`config.mk`:
```
export PLATFORM = sky130hd
export DESIGN_NAME = i_line_prefetcher
export DESIGN_NICKNAME = d
export VERILOG_FILES = /design/src/rtl/i_line_prefetcher.sv
export SDC_FILE = /design/constraint.sdc
export NUM_CORES = 1
export LEC_CHECK = 0
export ABC_AREA = 1
export CAP_MARGIN = 20
export CORE_MARGIN = 8
export CORE_UTILIZATION = 25
export DETAILED_ROUTE_END_ITERATION = 8
export GPL_ROUTABILITY_DRIVEN = 0
export HOLD_SLACK_MARGIN = 0.08
export PLACE_DENSITY = 0.42
export SETUP_SLACK_MARGIN = 0.5
export SLEW_MARGIN = 20
export SYNTH_ARGS = -nofsm -noshare
export SYNTH_HDL_FRONTEND = slang
export SYNTH_SLANG_ARGS = --single-unit
```
`constraint.sdc`:
```
create_clock -name clk_i -period 18.4 [get_ports clk_i]
set_input_delay 3.68 -clock clk_i [delete_from_list [all_inputs] [get_ports clk_i]]
set_output_delay 3.68 -clock clk_i [all_outputs]
set_load 0.005 [all_outputs]
```
`src/rtl/i_line_prefetcher.sv`:
```
// i_line_prefetcher: fetches the missing I-line, then sequential lines, as AXI read bursts into a line FIFO.
// Optional macro I_PREFETCH_RID_CHECK_EN: accept only R beats whose RID equals AXI_ID.
module i_line_prefetcher #(
    parameter int unsigned ADDR_WIDTH         = 32,
    parameter int unsigned DATA_WIDTH         = 32,
    parameter int unsigned BLOCK_OFFSET_WIDTH = 2,
    parameter int unsigned DEPTH              = 4,
    parameter logic [3:0]  AXI_ID             = 4'd2
) (
    input  logic                                         clk_i,
    input  logic                                         rst_i,
    input  logic                                         req_valid_i,
    input  logic [ADDR_WIDTH-1:0]                        req_addr_i,
    output logic                                         req_ready_o,
    input  logic                                         flush_i,
    output logic                                         line_valid_o,
    output logic [ADDR_WIDTH-1:0]                        line_addr_o,
    output logic [(1<<BLOCK_OFFSET_WIDTH)*DATA_WIDTH-1:0] line_data_o,
    input  logic                                         line_pop_i,
    output logic [ADDR_WIDTH-1:0]                        ar_addr_o,
    output logic [7:0]                                   ar_len_o,
    output logic [3:0]                                   ar_id_o,
    output logic                                         ar_valid_o,
    input  logic                                         ar_ready_i,
    input  logic [DATA_WIDTH-1:0]                        r_data_i,
    input  logic [3:0]                                   r_id_i,
    input  logic                                         r_last_i,
    input  logic                                         r_valid_i,
    output logic                                         r_ready_o
);
    localparam int unsigned LINE_SIZE = 1 << BLOCK_OFFSET_WIDTH;
    localparam int unsigned LINE_W    = LINE_SIZE * DATA_WIDTH;
    localparam int unsigned OFF_W     = BLOCK_OFFSET_WIDTH + 2;
    localparam int unsigned PTR_W     = $clog2(DEPTH);
    localparam int unsigned CNT_W     = $clog2(DEPTH + 1);
    localparam logic [ADDR_WIDTH-1:0]         LINE_INC  = ADDR_WIDTH'(LINE_SIZE * 4);
    localparam logic [BLOCK_OFFSET_WIDTH-1:0] LAST_BEAT = BLOCK_OFFSET_WIDTH'(LINE_SIZE - 1);
    localparam logic [CNT_W-1:0]              FULL      = CNT_W'(DEPTH);
    localparam logic [PTR_W-1:0]              PTR_LAST  = PTR_W'(DEPTH - 1);

    typedef enum logic [1:0] {S_IDLE, S_ADDR, S_DATA, S_WAIT} state_e;

    state_e                        state_q, state_d;
    logic                          drop_q;
    logic [BLOCK_OFFSET_WIDTH-1:0] beat_q;
    logic [ADDR_WIDTH-1:0]         next_line_q;
    logic [LINE_W-1:0]             asm_q, asm_d;
    logic [CNT_W-1:0]              count_q, count_d;
    logic [PTR_W-1:0]              wr_ptr_q, rd_ptr_q;
    logic [ADDR_WIDTH-1:0]         addr_mem_q [DEPTH];
    logic [LINE_W-1:0]             data_mem_q [DEPTH];

    logic rid_ok, beat_fire, burst_end, drop_eff, req_fire, fifo_clr, push, pop;

`ifdef I_PREFETCH_RID_CHECK_EN
    assign rid_ok = (r_id_i == AXI_ID);
`else
    logic unused_rid;
    assign unused_rid = ^r_id_i;
    assign rid_ok     = 1'b1;
`endif

    // A flush arriving in the same cycle as the final beat must already suppress that push.
    always_comb begin
        beat_fire = (state_q == S_DATA) && r_valid_i && rid_ok;
        burst_end = beat_fire && (r_last_i || (beat_q == LAST_BEAT));
        drop_eff  = drop_q || flush_i;
        req_fire  = req_valid_i && req_ready_o;
        fifo_clr  = flush_i || req_fire;
        push      = burst_end && !drop_eff;
        pop       = line_pop_i && (count_q != '0) && !fifo_clr;
        asm_d     = asm_q;
        asm_d[beat_q*DATA_WIDTH +: DATA_WIDTH] = r_data_i;
        if (fifo_clr) count_d = '0;
        else          count_d = count_q + CNT_W'(push) - CNT_W'(pop);
    end

    always_ff @(posedge clk_i) begin
        if (rst_i) state_q <= S_IDLE;
        else       state_q <= state_d;
    end

    always_comb begin
        state_d = state_q;
        case (state_q)
            S_IDLE: if (!flush_i && req_fire) state_d = S_ADDR;
            S_WAIT: begin
                if (flush_i)                state_d = S_IDLE;
                else if (req_fire)          state_d = S_ADDR;
                else if (count_d < FULL)    state_d = S_ADDR;
            end
            S_ADDR: if (ar_ready_i) state_d = S_DATA;
            S_DATA: begin
                if (burst_end) begin
                    if (drop_eff)             state_d = S_IDLE;
                    else if (count_d < FULL)  state_d = S_ADDR;
                    else                      state_d = S_WAIT;
                end
            end
            default: state_d = S_IDLE;
        endcase
    end

    always_comb begin
        req_ready_o  = ((state_q == S_IDLE) || (state_q == S_WAIT)) && !flush_i;
        ar_valid_o   = (state_q == S_ADDR);
        ar_addr_o    = next_line_q;
        ar_len_o     = (state_q == S_ADDR) ? 8'(LINE_SIZE - 1) : '0;
        ar_id_o      = AXI_ID;
        r_ready_o    = (state_q == S_DATA);
        line_valid_o = (count_q != '0);
        line_addr_o  = line_valid_o ? addr_mem_q[rd_ptr_q] : '0;
        line_data_o  = line_valid_o ? data_mem_q[rd_ptr_q] : '0;
    end

    always_ff @(posedge clk_i) begin
        if (rst_i) begin
            drop_q      <= 1'b0;
            beat_q      <= '0;
            next_line_q <= '0;
            asm_q       <= '0;
            count_q     <= '0;
            wr_ptr_q    <= '0;
            rd_ptr_q    <= '0;
        end else begin
            count_q <= count_d;
            if ((state_q == S_DATA) && burst_end)
                drop_q <= 1'b0;
            else if (flush_i && ((state_q == S_ADDR) || (state_q == S_DATA)))
                drop_q <= 1'b1;

            if ((state_q == S_ADDR) && ar_ready_i) beat_q <= '0;
            else if (beat_fire)                    beat_q <= burst_end ? '0 : beat_q + 1'b1;

            if (beat_fire) asm_q <= burst_end ? '0 : asm_d;

            if (req_fire)       next_line_q <= {req_addr_i[ADDR_WIDTH-1:OFF_W], {OFF_W{1'b0}}};
            else if (burst_end) next_line_q <= next_line_q + LINE_INC;

            if (fifo_clr) begin
                wr_ptr_q <= '0;
                rd_ptr_q <= '0;
            end else begin
                if (push) wr_ptr_q <= (wr_ptr_q == PTR_LAST) ? '0 : wr_ptr_q + 1'b1;
                if (pop)  rd_ptr_q <= (rd_ptr_q == PTR_LAST) ? '0 : rd_ptr_q + 1'b1;
            end
        end
    end

    always_ff @(posedge clk_i) begin
        if (push) begin
            addr_mem_q[wr_ptr_q] <= next_line_q;
            data_mem_q[wr_ptr_q] <= asm_d;
        end
    end
endmodule

```
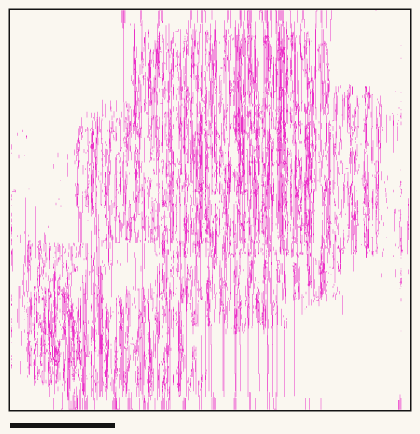
Run 1: the metal 2 layer
The bar under the picture is 100 µm long.
- share of all routed wire: 46%
- longest straight run: 124 µm
- main direction: vertical
- wire length on this layer: 50.2 mm

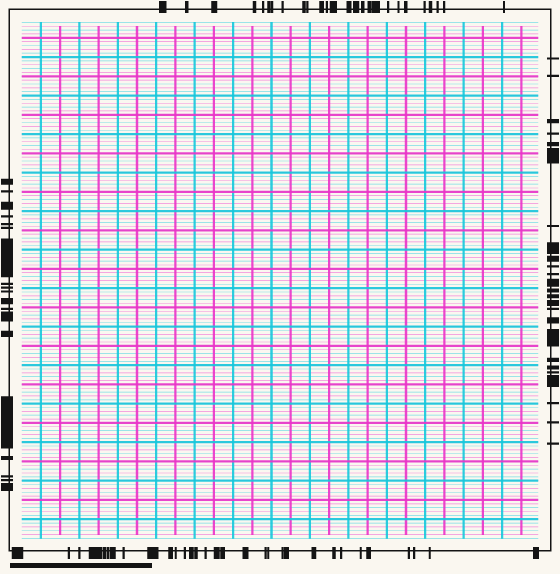
Run 1: power grid
The bar under the picture is 100 µm long. Pins as bars on the die edge.
- VDD: magenta
- VSS: cyan
- met4 straps: 26
- signal pins: 284
- met5 straps: 26
- rows: 134
- met1 rails: 135

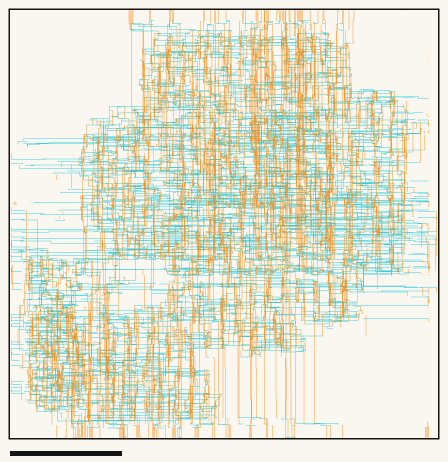
Run 1: metal layers overlaid
The bar under the picture is 100 µm long. Two of the layers only.
- M2: orange (wire length 50.2 mm)
- M1: cyan (wire length 49.9 mm)

==> summary.txt, run 1 <==
Implementation results

Setup repair after global routing left no endpoint under its margin. Cell internal power was estimated by the tool at 3.08 mW. On the critical path the data arrives at 4.89 ns. The synthesized-area fraction occupied by and/or/nand/nor cells is 0.143.

Across all stage logs, warnings added up to 49. The DRC violation count after routing is 0. The area of the synthesized netlist per yosys stat is 0.0334 mm².

The data required time of the critical path is 14.72 ns. Walking the worst path, the cells encountered are clkdlybuf4s50_1, nor2_2, clkdlybuf4s50_1. Counting instances in the post-synthesis netlist gives the leading cell types as sky130_fd_sc_hd__nor2_1, sky130_fd_sc_hd__edfxtp_1, sky130_fd_sc_hd__nand2_1, sky130_fd_sc_hd__o21ai_0, sky130_fd_sc_hd__a21oi_1.

The finished layout reports a core utilization of 0.305. The maximum level of the CTS H-tree is 3. The overall power of the completed layout is 4.00 mW.

The switching share of power is 0.232. The script logs the mean routed wire length per placed instance as 20.7 µm. The combinational family with the most area after synthesis is simple AND/OR/NAND/NOR gates. The combinational-cell power consumption is 0.235 mW.

The combinational gate area is 0.00955 mm². The number of setup buffers added after CTS is 0. The highest supply drop recorded on VDD is 73.7 µV. The instance tally after logic synthesis is 3255. Per the TritonCTS log, the buffer count is 94.

The combined buffer and inverter count along the critical path is 2. Checking max transition, the worst relative margin is 0.263. The count of synthesis-stage warnings from yosys is 0. For this run, the slowest stage of the critical path takes 0.54 ns.

The group that draws the most power in this run is registers. The multiplexer fraction of the synthesized cell area is 0. The first-pass GRT wire length is 159000 µm.

The power report attributes to the clock group a share of 0.445. The cell area after layout is 0.0405 mm². After synthesis, the netlist uses 40 different library cells.

The floorplan row count is 134. The die footprint is 0.145 mm². Summed over all instances, the cell type with the most area after synthesis is sky130_fd_sc_hd__edfxtp_1. Of the cells placed in the final design, the portion with a size suffix greater than 1 is 0.0655. The class of the tightest hold or removal check is reg -> reg. The number of flip-flops in the largest register is 512. Sorting the synthesis cell report by count puts at the top sky130_fd_sc_hd__nor2_1. The share of the core area taken by cells at floorplan is 0.251. The clock tree from TritonCTS is done. The actual slew at the worst max-slew pin is 1.11 ns. The number of clock sinks came to 794. Of the post-synthesis cell area, the dominant cell type holds 0.561.

The kind of start point of the critical path is a primary input. By instance count, the cell type seen most on the critical path is sky130_fd_sc_hd__clkdlybuf4s50_1. The upper clock frequency limit is 117 MHz. The remaining antenna violation count is 0.

The synth_stat.txt file lists the number of cells as 3255. In this run, the number of DRC markers left after iteration 0 of detailed routing was 1494. Timing analysis after detailed placement gives a worst setup slack of 9.79 ns. The final net count is 3525.

The share of the synthesized netlist area taken by xor and xnor gates is 0.000262. The proportion of power drawn by combinational gates is 0.059. The maximum net fanout on the critical path is 5. The count of instances resized after the clock tree is built is 0.

Of the total synthesized cell area, the portion taken by AND-OR and OR-AND cells is 0.132. The largest registers in the layout are data_mem_q: 512 flops, asm_q: 128 flops, addr_mem_q: 112 flops. The post-route minimum period is 8.57 ns. data_mem_q holds more flip-flops than any other register. The tree is rooted in a sky130_fd_sc_hd__clkbuf_16.

The fraction of registers with async set/reset is 0. The kind of end point of the critical path is an output port. The largest individual stage delay along the critical path comes from the cell sky130_fd_sc_hd__clkdlybuf4s50_1. The summed instance area of the synthesized netlist is 0.0334 mm². The count of buffers added on input and output ports is 257. The area taken by flip-flops and latches is 0.0221 mm². Of the synthesized area, sequential elements account for 0.663.

According to the floorplan report, the placeable core area is 0.133 mm². Entering global routing, the biggest net connects 132 pins. The share of power burned in registers is 0.497.

The main area contributors are sky130_fd_sc_hd__edfxtp_1, sky130_fd_sc_hd__dfxtp_1, sky130_fd_sc_hd__nor2_1, sky130_fd_sc_hd__o21ai_0, sky130_fd_sc_hd__nand2_1. The clock latency on the worst-skew pair is 0.66 ns. In this run, post-CTS hold repair placed 0 buffers.

The final timing summary puts the cycle share of the worst path at 0.466. The placed cell area is 0.0375 mm². Per the placement report, the placed cell count is 5103.

For this run, the final setup violation count is recorded as 0. Pin placement for this block handled 284 I/O pins. The number of antenna violations at the first check in global routing is 17. The static power due to leakage is 13.1 nW. The filler cell count in the final layout is 13600. The worst slack on hold paths is 0.462 ns. In the global route stage, overall resource usage came out at 0.144. The flip-flop and latch power is 1.99 mW.

The number of endpoints with negative hold slack in the final report is 0. Clock-pin slew was measured on the worst setup and hold paths at 0.05 ns. The number of global-route vias before repair was 22800. Counting pins that exceed their max-slew limit in the final report gives 0.

Compared with the post-synthesis result, the final layout area differs by 21.4%. The detailed-route wire length is 109000 µm. For reference, the most critical setup path is categorized as in -> out. The detail-routed via count per cell is 4.44. The total congestion overflow is 0.

Before antenna repair, the detailed router went through 5 iterations. The routed via count is 23500. The power density normalized to cell area is 98.8 mW/mm².

The horizontal die dimension reported for this design is 381 µm. The vertical extent of the die is 381 µm. The count of library flops with an enable pin is 624.

Of the total synthesized cell area, the portion taken by full adders, half adders and majority gates is 0.00697. Setup slack closes at 9.83 ns. The leading register cell type out of synthesis is sky130_fd_sc_hd__edfxtp_1. Clock network power for this build is 1.78 mW. The max capacitance violation total is 0. The non-filler instance count after layout is 5285. After synthesis, the mean cell area works out to 10.3 µm². For the final routed database, the setup TNS stands at 0 ns.

The category of cells accounting for the largest share of critical-path delay is buffers and inverters. The post-synthesis sequential element count is 794. Summed over all nets, the half-perimeter wirelength after detailed placement is 68000 µm.

The final worst clock skew is 0.0391 ns. The maximum buffer depth of the clock tree is 3. The run finished with clean final reports. The total net switching power is 0.927 mW.
## run 1: metal layers
metal / vias up / global-route usage / wire length (µm)
met5: - / 0 / 39
met1: 11400 / 0.194 / 49900
met4: 6 / 0.0353 / 2220
met3: 126 / 0.0394 / 7060
met2: 501 / 0.231 / 50200
li1: 11500 / - / -
## run 1: area by class of cell
class                           instances  share of cell area
Antenna cell                            7            0.000432
Clock buffer                          143              0.0667
Clock inverter                         32             0.00646
Inverter                              201              0.0190
Multi-Input combinational cell       2046               0.236
Sequential cell                       794               0.547
Tap cell                             1768              0.0546
Timing Repair Buffer                  294              0.0703
## run 1: worst paths after layout
path              startpoint                 end  slack, ns  cells past startpoint
setup / recovery     flush_i         req_ready_o       9.83                      3
hold / removal     asm_q[76]           asm_q[76]       0.46                      2
setup reg to reg  state_q[0]  data_mem_q[1][126]      13.18                     10
hold reg to reg    asm_q[76]           asm_q[76]       0.46                      2
## run 1: cell usage in the layout (no fill, tap or decap), types with 15 or more instances in the layout
cell,n
sky130_fd_sc_hd__buf_4,38
sky130_fd_sc_hd__edfxtp_1,624
sky130_fd_sc_hd__clkdlybuf4s50_1,256
sky130_fd_sc_hd__o21ai_1,27
sky130_fd_sc_hd__inv_1,189
sky130_fd_sc_hd__nand2_1,426
sky130_fd_sc_hd__a21oi_1,306
sky130_fd_sc_hd__clkbuf_1,37
sky130_fd_sc_hd__ha_1,15
sky130_fd_sc_hd__o32ai_2,30
sky130_fd_sc_hd__dfxtp_1,168
sky130_fd_sc_hd__o21ai_0,339
sky130_fd_sc_hd__nand3_1,76
sky130_fd_sc_hd__clkbuf_16,98
sky130_fd_sc_hd__o22ai_1,64
sky130_fd_sc_hd__conb_1,18
sky130_fd_sc_hd__nor2_1,683
==> run 2: changes to the inputs <==
PLACE_DENSITY = 0.43   (was 0.42)
clock period = 7.75 ns   (was 18.4 ns; I/O delays follow)
==> summary.txt, run 2 <==
Implementation results

The met2 layer wire length in the routed design is 48800 µm (was 50200 µm). The layout overhead on the synthesized area is 22.1% (was 21.4%). The kind of start point of the critical path is a flop (was primary input).

The detailed-route wire length came to 108000 µm (was 109000 µm). The die footprint is 0.145 mm² (unchanged). The number of buffers added to fix hold violations after cts is 0 (unchanged). The cell area after layout came to 0.0407 mm² (was 0.0405 mm²). The remaining max-slew budget at the tightest pin is 0.198 (was 0.263).

Top Registers: data_mem_q: 512 flops, asm_q: 128 flops, addr_mem_q: 112 flops (unchanged). The largest area contributor in the synthesized netlist is sky130_fd_sc_hd__edfxtp_1 (unchanged). The multi-input combinational cell count is 2046 (unchanged). The average size of a mapped cell was 10.3 µm² (unchanged). The instance tally after logic synthesis was 3255 (unchanged). The share of the synthesized netlist area taken by xor and xnor gates is 0.000262 (unchanged). The commonest non-fill, non-tap cell in the layout is sky130_fd_sc_hd__nor2_1 (unchanged).

The vertical extent of the die was 381 µm (unchanged). The sum of routed wire segments on met1 was 49300 µm (was 49900 µm). The cell at the root of the clock tree was sky130_fd_sc_hd__clkbuf_16 (unchanged). The proportion of cell area spent on the clock network came to 0.0762 (was 0.0731). The class of the tightest hold or removal check is reg -> reg (unchanged).

The post-synthesis share of cell area spent on full adders, half adders and majority gates came to 0.00697 (unchanged). The count of library flops with an enable pin is 624 (unchanged). The summed instance area of the synthesized netlist is 0.0334 mm² (unchanged).

The final design utilization came to 0.306 (was 0.305). Result of the run: finished clean (unchanged). The overall power of the completed layout is 9.73 mW (was 4.00 mW). The static power due to leakage is 13.2 nW (was 13.1 nW).

The buffer count excluding the clock tree in the final layout is 290 (was 294). The final net count is 3519 (was 3525). The area inside the core boundary is 0.133 mm² (unchanged). The DRC violation count after routing is 0 (unchanged). The combinational family with the most area after synthesis is simple AND/OR/NAND/NOR gates (unchanged). The startpoint of the worst register-to-register path was state_q[0] (unchanged). The die extent in x is 381 µm (unchanged). The top cell type's share of synthesized area was 0.561 (unchanged). The final-layout non-clock buffer area share is 0.0720 (was 0.0703).

The count of routing violations after the opening detailed-route iteration is 1736 (was 1494). The max capacitance violation total is 0 (unchanged). The area taken by flip-flops and latches was 0.0221 mm² (unchanged).

The multi-input combinational area share is 0.234 (was 0.236). The number of flip-flops and latches is 794 (unchanged). The power density normalized to cell area is 239 mW/mm² (was 98.8 mW/mm²). The number of library cell types mapped by synthesis is 40 (unchanged).

The actual slew at the worst max-slew pin is 1.19 ns (was 1.11 ns). The register share of the cell area is 0.544 (was 0.547). The register-to-register setup slack was 3.66 ns (was 13.18 ns). The count of instances resized after the clock tree is built is 0 (unchanged). The routed via count is 23400 (was 23500). The post-synthesis sequential element count was 794 (unchanged). The data required time of the critical path is 6.20 ns (was 14.72 ns).

The termination of the worst setup path is line_data_o[22] (was req_ready_o). The global-route usage over all layers is 0.142 (was 0.144). The capturing point of the worst reg2reg path is data_mem_q[0][114] (was data_mem_q[1][126]). The share of post-route cells with drive strength above 1 is 0.0682 (was 0.0655). Largest cells by area after synthesis: sky130_fd_sc_hd__edfxtp_1, sky130_fd_sc_hd__dfxtp_1, sky130_fd_sc_hd__nor2_1, sky130_fd_sc_hd__o21ai_0, sky130_fd_sc_hd__nand2_1 (unchanged).

The post-synthesis cell type with the largest instance count was sky130_fd_sc_hd__nor2_1 (unchanged). The maximum net fanout on the critical path is 159 (was 5). The fraction of registers with async set/reset came to 0 (unchanged). The synthesized-area fraction occupied by and/or/nand/nor cells came to 0.143 (unchanged). The total negative slack for setup checks is 0 ns (unchanged). The number of endpoints with negative hold slack in the final report came to 0 (unchanged). The detail-routed net length per standard cell came to 20.4 µm (was 20.7 µm). The register bank with the most flops is data_mem_q (unchanged).

The pin count of the biggest net entering global routing is 184 (was 132).
[run 2: cell counts after synthesis]
Identical to the previous run, type by type.
[run 2: stage by stage]
step                std cells  setup WS (ns)  hold WS [ns]
floorplan                3271          -1.51         0.444
global placement         5099           2.44         0.451
detailed placement       5099           2.43         0.455
finish                   5283           2.29         0.461
global route             5272           2.04         0.474
CTS                      5272           2.20         0.464
[run 2: cell families after synthesis]
family,count (synthesis)
AOI/OAI and AO/OA,788
other,2
and+or+nand+nor,1221
xor gates and xnor gates,1
adders and majority gates,18
buffers and inverters,431
DFF,794
[run 2: power by group]
group | switching (mW) | internal (mW) | leakage, nW
combinational | 0.376 | 0.188 | 4.97
sequential | 0.0751 | 4.64 | 6.73
clock | 1.80 | 2.64 | 1.52
total | 2.25 | 7.47 | 13.2
[run 2: worst min path at each step]
stage / from / end / slack (ns)
after global routing: asm_q[89] / asm_q[89] / 0.47
after global placement: asm_q[26] / asm_q[26] / 0.45
after floorplan: asm_q[42] / asm_q[42] / 0.44
after CTS: asm_q[89] / asm_q[89] / 0.46
after detailed placement: asm_q[28] / asm_q[28] / 0.46
final: asm_q[88] / asm_q[88] / 0.46
[run 2: per-layer routing]
metal	vias to the layer above	GRT usage
met5	-	0
met2	521	0.221
li1	11500	-
met1	11300	0.192
met4	6	0.0374
met3	111	0.0435
[run 2: critical path, stage by stage, from the launching register on]
cell	delay (ns)
sky130_fd_sc_hd__dfxtp_4	0.54
sky130_fd_sc_hd__inv_8	0.68
sky130_fd_sc_hd__buf_4	0.60
sky130_fd_sc_hd__o21ai_0	0.20
sky130_fd_sc_hd__a21oi_1	0.42
sky130_fd_sc_hd__clkdlybuf4s50_1	0.60
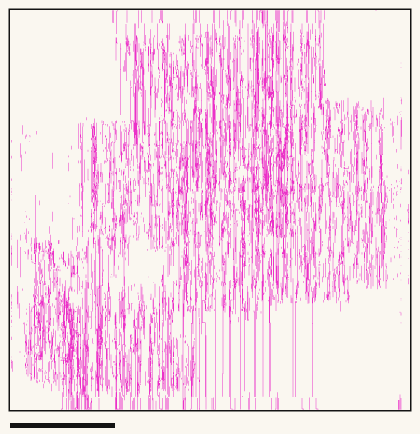
Run 2: the metal 2 layer
The bar under the picture is 100 µm long.
- nets with wire on the layer: 2437
- wire length on this layer: 48.8 mm
- main direction: vertical
- share of all routed wire: 45%
- longest straight run: 131 µm

==> run 3: changes to the inputs <==
PLACE_DENSITY = 0.42   (was 0.43)
clock period = 5.45 ns   (was 7.75 ns; I/O delays follow)
==> summary.txt, run 3 <==
Implementation results

The number of setup buffers added after CTS is 0 (unchanged). The pin count of the biggest net entering global routing is 140 (was 184). The cell count listed in synth_stat.txt is 3255 (unchanged). The antenna diode count is 2 (was 11). The count of routing violations after the opening detailed-route iteration is 1824 (was 1736). The multiplexer fraction of the synthesized cell area is 0 (unchanged). The number of library cell types mapped by synthesis came to 40 (unchanged). The maximum net fanout on the critical path was 78 (was 159). The global-route usage over all layers was 0.145 (was 0.142). The critical path start-end classification is reg -> out (unchanged). The floorplan row count is 134 (unchanged).

The share of the synthesized netlist area taken by xor and xnor gates is 0.000262 (unchanged). The multi-input combinational cell count is 2046 (unchanged). The floorplan core density is 0.251 (unchanged).

The final net count is 3554 (was 3519). The worst-case setup margin in the final layout is 0.887 ns (was 2.29 ns). The number of flip-flops in the largest register is 512 (unchanged). The remaining max-slew budget at the tightest pin came to 0.263 (was 0.198). The sum of net half-perimeters after detailed placement is 69600 µm (was 66500 µm). The pre-CTS worst setup slack is 1.50 ns (was 2.43 ns). The overall power of the completed layout is 13.3 mW (was 9.73 mW).

The total congestion overflow was 0 (unchanged). The delay of the slowest cell on the worst path was 0.71 ns (was 0.68 ns). The clock latency on the worst-skew pair is 0.67 ns (was 0.68 ns). Most numerous logic cells after layout: sky130_fd_sc_hd__nor2_1, sky130_fd_sc_hd__edfxtp_1, sky130_fd_sc_hd__nand2_1 (unchanged).

The number of cell instances on the worst register-to-register path came to 5 (was 9). The max capacitance violation total came to 0 (unchanged). The die extent in x is 381 µm (unchanged). The number of buffers added to fix hold violations after cts is 0 (unchanged). Cell chain of the critical path: inv_6, buf_4, nor2_1, o21ai_0, a21oi_1, clkdlybuf4s50_1 (was inv_8, buf_4, o21ai_0, a21oi_1, clkdlybuf4s50_1). The final-layout non-clock buffer area share is 0.0827 (was 0.0720). The power density normalized to cell area was 326 mW/mm² (was 239 mW/mm²). The worst slack on hold paths is 0.462 ns (was 0.461 ns).

The number of clock sinks is 794 (unchanged). The synthesized-area fraction occupied by and/or/nand/nor cells is 0.143 (unchanged). Largest cells by area after synthesis: sky130_fd_sc_hd__edfxtp_1, sky130_fd_sc_hd__dfxtp_1, sky130_fd_sc_hd__nor2_1, sky130_fd_sc_hd__o21ai_0, sky130_fd_sc_hd__nand2_1 (unchanged). The class of the tightest hold or removal check was reg -> reg (unchanged). The final worst clock skew was 0.0497 ns (was 0.0420 ns). The post-route minimum period is 4.56 ns. The vertical extent of the die is 381 µm (unchanged). The buffer count excluding the clock tree in the final layout is 325 (was 290). The clock buffer count from CTS came to 92 (unchanged). The maximum buffer depth of the clock tree is 3 (unchanged).

The and-or/or-and share of the synthesized area is 0.132 (unchanged). The filler cell count in the final layout came to 13600 (about the same). The final tally of setup violations is 0 (unchanged). The number of ports placed on the die boundary is 284 (unchanged). The detailed-route wire length came to 110000 µm (was 108000 µm). The area taken by flip-flops and latches is 0.0221 mm² (unchanged).

The count of library flops with an enable pin is 624 (unchanged). The fraction of registers with async set/reset was 0 (unchanged). The number of well taps was 1768 (unchanged). The post-synthesis share of cell area spent on full adders, half adders and majority gates is 0.00697 (unchanged).

The area of the synthesized netlist per yosys stat is 0.0334 mm² (unchanged). The upper clock frequency limit is 219 MHz. Top Registers: data_mem_q: 512 flops, asm_q: 128 flops, addr_mem_q: 112 flops (unchanged). The cell at the root of the clock tree is sky130_fd_sc_hd__clkbuf_16 (unchanged). The data required time of the critical path is 4.36 ns (was 6.20 ns). The count of synthesis-stage warnings from yosys was 0 (unchanged). The number of logged tool warnings is 52 (was 56).

The number of antenna violations at the first check in global routing was 4 (was 16). The layout inverter count without the clock tree came to 201 (unchanged). The post-synthesis sequential element count is 794 (unchanged). The number of global-route vias before repair is 22700 (was 22200). The leading register cell type out of synthesis is sky130_fd_sc_hd__edfxtp_1 (unchanged). The register bank with the most flops was data_mem_q (unchanged).

The sequential area share after synthesis is 0.663 (unchanged). The quantity of I/O buffers inserted on ports is 257 (unchanged). The slowest stage cell on the critical path is sky130_fd_sc_hd__dfxtp_4 (was sky130_fd_sc_hd__inv_8).

The post-synthesis cell type with the largest instance count is sky130_fd_sc_hd__nor2_1 (unchanged). The detail-routed net length per standard cell is 20.6 µm (was 20.4 µm). The part of the cycle the worst path needs is 0.837. The detail-routed via count per cell is 4.48 (was 4.43). The layout overhead on the synthesized area is 22.5% (was 22.1%). The clock edge transition at the registers on the reported setup and hold paths came to 0.06 ns (was 0.05 ns).

Setup repair after global routing missed its margin: false (unchanged). The count of TritonRoute iterations in the first routing pass is 6 (was 4). The number of endpoints with negative hold slack in the final report is 0 (unchanged). The kind of end point of the critical path was an output port (unchanged). The area inside the core boundary is 0.133 mm² (unchanged). The register share of the cell area is 0.542 (was 0.544). The cell depth of the worst hold path is 2 (unchanged). The first-pass GRT wire length came to 160000 µm (was 157000 µm). The largest area contributor in the synthesized netlist is sky130_fd_sc_hd__edfxtp_1 (unchanged).

The static power due to leakage is 13.3 nW (was 13.2 nW). The count of clock buffers in the final design was 121 (was 130). The routed via count is 23700 (was 23400). The cell area after layout is 0.0409 mm² (was 0.0407 mm²). The worst path arrival time is 3.47 ns (was 3.91 ns). The average size of a mapped cell is 10.3 µm² (unchanged). The count of instances resized after the clock tree is built was 0 (unchanged).

The maximum level of the CTS H-tree is 3 (unchanged). Result of the run: finished clean (unchanged). The highest ir drop seen on vdd was 208 µV (was 158 µV). The proportion of cell area spent on the clock network is 0.0690 (was 0.0762). The number of flip-flops and latches is 794 (unchanged). The actual slew at the worst max-slew pin is 1.10 ns (was 1.19 ns). The combinational gate area was 0.00955 mm² (unchanged).

The instance tally after logic synthesis is 3255 (unchanged). The placed cell area is 0.0381 mm² (was 0.0376 mm²). The commonest non-fill, non-tap cell in the layout was sky130_fd_sc_hd__nor2_1 (unchanged). The share of post-route cells with drive strength above 1 came to 0.0736 (was 0.0682). The kind of start point of the critical path is a flop (unchanged). The clock tree from TritonCTS is done (unchanged). The combinational family with the most area after synthesis is simple AND/OR/NAND/NOR gates (unchanged). The summed instance area of the synthesized netlist came to 0.0334 mm² (unchanged). The top cell type's share of synthesized area came to 0.561 (unchanged). The DRC violation count after routing came to 0 (unchanged). The max-slew violation count was 0 (unchanged).

Top cell types by occurrence after synthesis: sky130_fd_sc_hd__nor2_1, sky130_fd_sc_hd__edfxtp_1, sky130_fd_sc_hd__nand2_1, sky130_fd_sc_hd__o21ai_0, sky130_fd_sc_hd__a21oi_1 (unchanged). The die footprint is 0.145 mm² (unchanged). The remaining antenna violation count is 0 (unchanged). The multi-input combinational area share was 0.234 (about the same). The cell group occupying the most layout area is flip-flops and latches (unchanged).
==> run 3: cell types whose count changed in the layout (fill, tap and decap cells not counted), sizes merged <==
cell	change
clkinv	+13
clkbuf	-9
bufinv	-6
inv	-3
diode	-9
buf	+35
==> run 3: logic make-up after synthesis <==
family	Yosys count
compound gates	788
flops	794
simple gates	1221
other cells	2
xor+xnor	1
fa+ha+maj	18
buf+inv	431
==> run 3: final timing paths <==
| path | end | start | slack [ns] |
|---|---|---|---|
| hold reg to reg | asm_q[79] | asm_q[79] | 0.46 |
| hold / removal | asm_q[79] | asm_q[79] | 0.46 |
| setup reg to reg | data_mem_q[1][64] | beat_q[0] | 1.84 |
| setup / recovery | line_data_o[76] | flop | 0.89 |
==> run 3: worst max-delay path: cells and delay by family (launching register included) <==
kind,cells,cell delay (ns)
AND/OR/NAND/NOR,1,0.14
buffers and inverters,3,1.48
AND-OR/OR-AND,2,0.43
flip-flops,1,0.71
==> run 3: per-layer routing <==
metal / global-route usage / routed length [µm]
met2: 0.226 / 49400
met4: 0.0371 / 2420
met5: 0 / 0
met3: 0.0287 / 6640
met1: 0.205 / 51000
==> run 3: through the flow <==
stage	cells	utilization	TNS, ns
floorplan	3271	-	-445.67
detailed placement	5134	0.286	0
global placement	5134	0.286	0
CTS	5302	0.307	0
global route	5302	0.307	0
finish	5304	0.308	0
==> run 3: where the power goes <==
part           switching, mW  internal (mW)  leakage (nW)
Sequential            0.0991           6.60          6.73
Combinational          0.552          0.278          5.21
Clock                   2.53           3.27          1.38
Total                   3.18           10.2          13.3
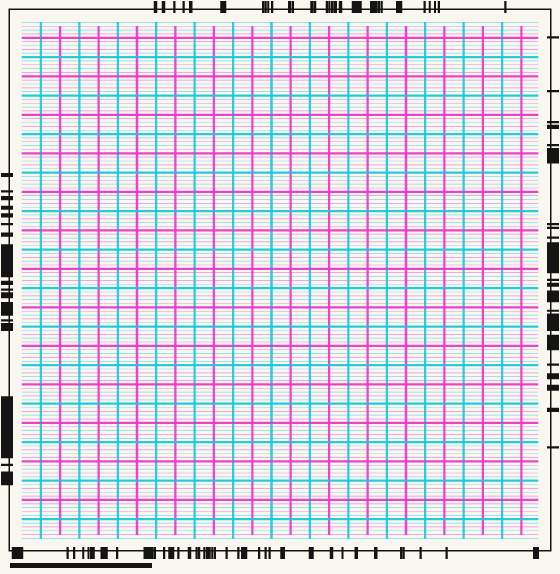
Run 3: power grid
The bar under the picture is 100 µm long. Pins as bars on the die edge.
- VSS: cyan
- VDD: magenta
- met4 straps: 26
- rows: 134
- met1 rails: 135
- met5 straps: 26

No activity file was given, so power comes from the tool's default toggle rates.
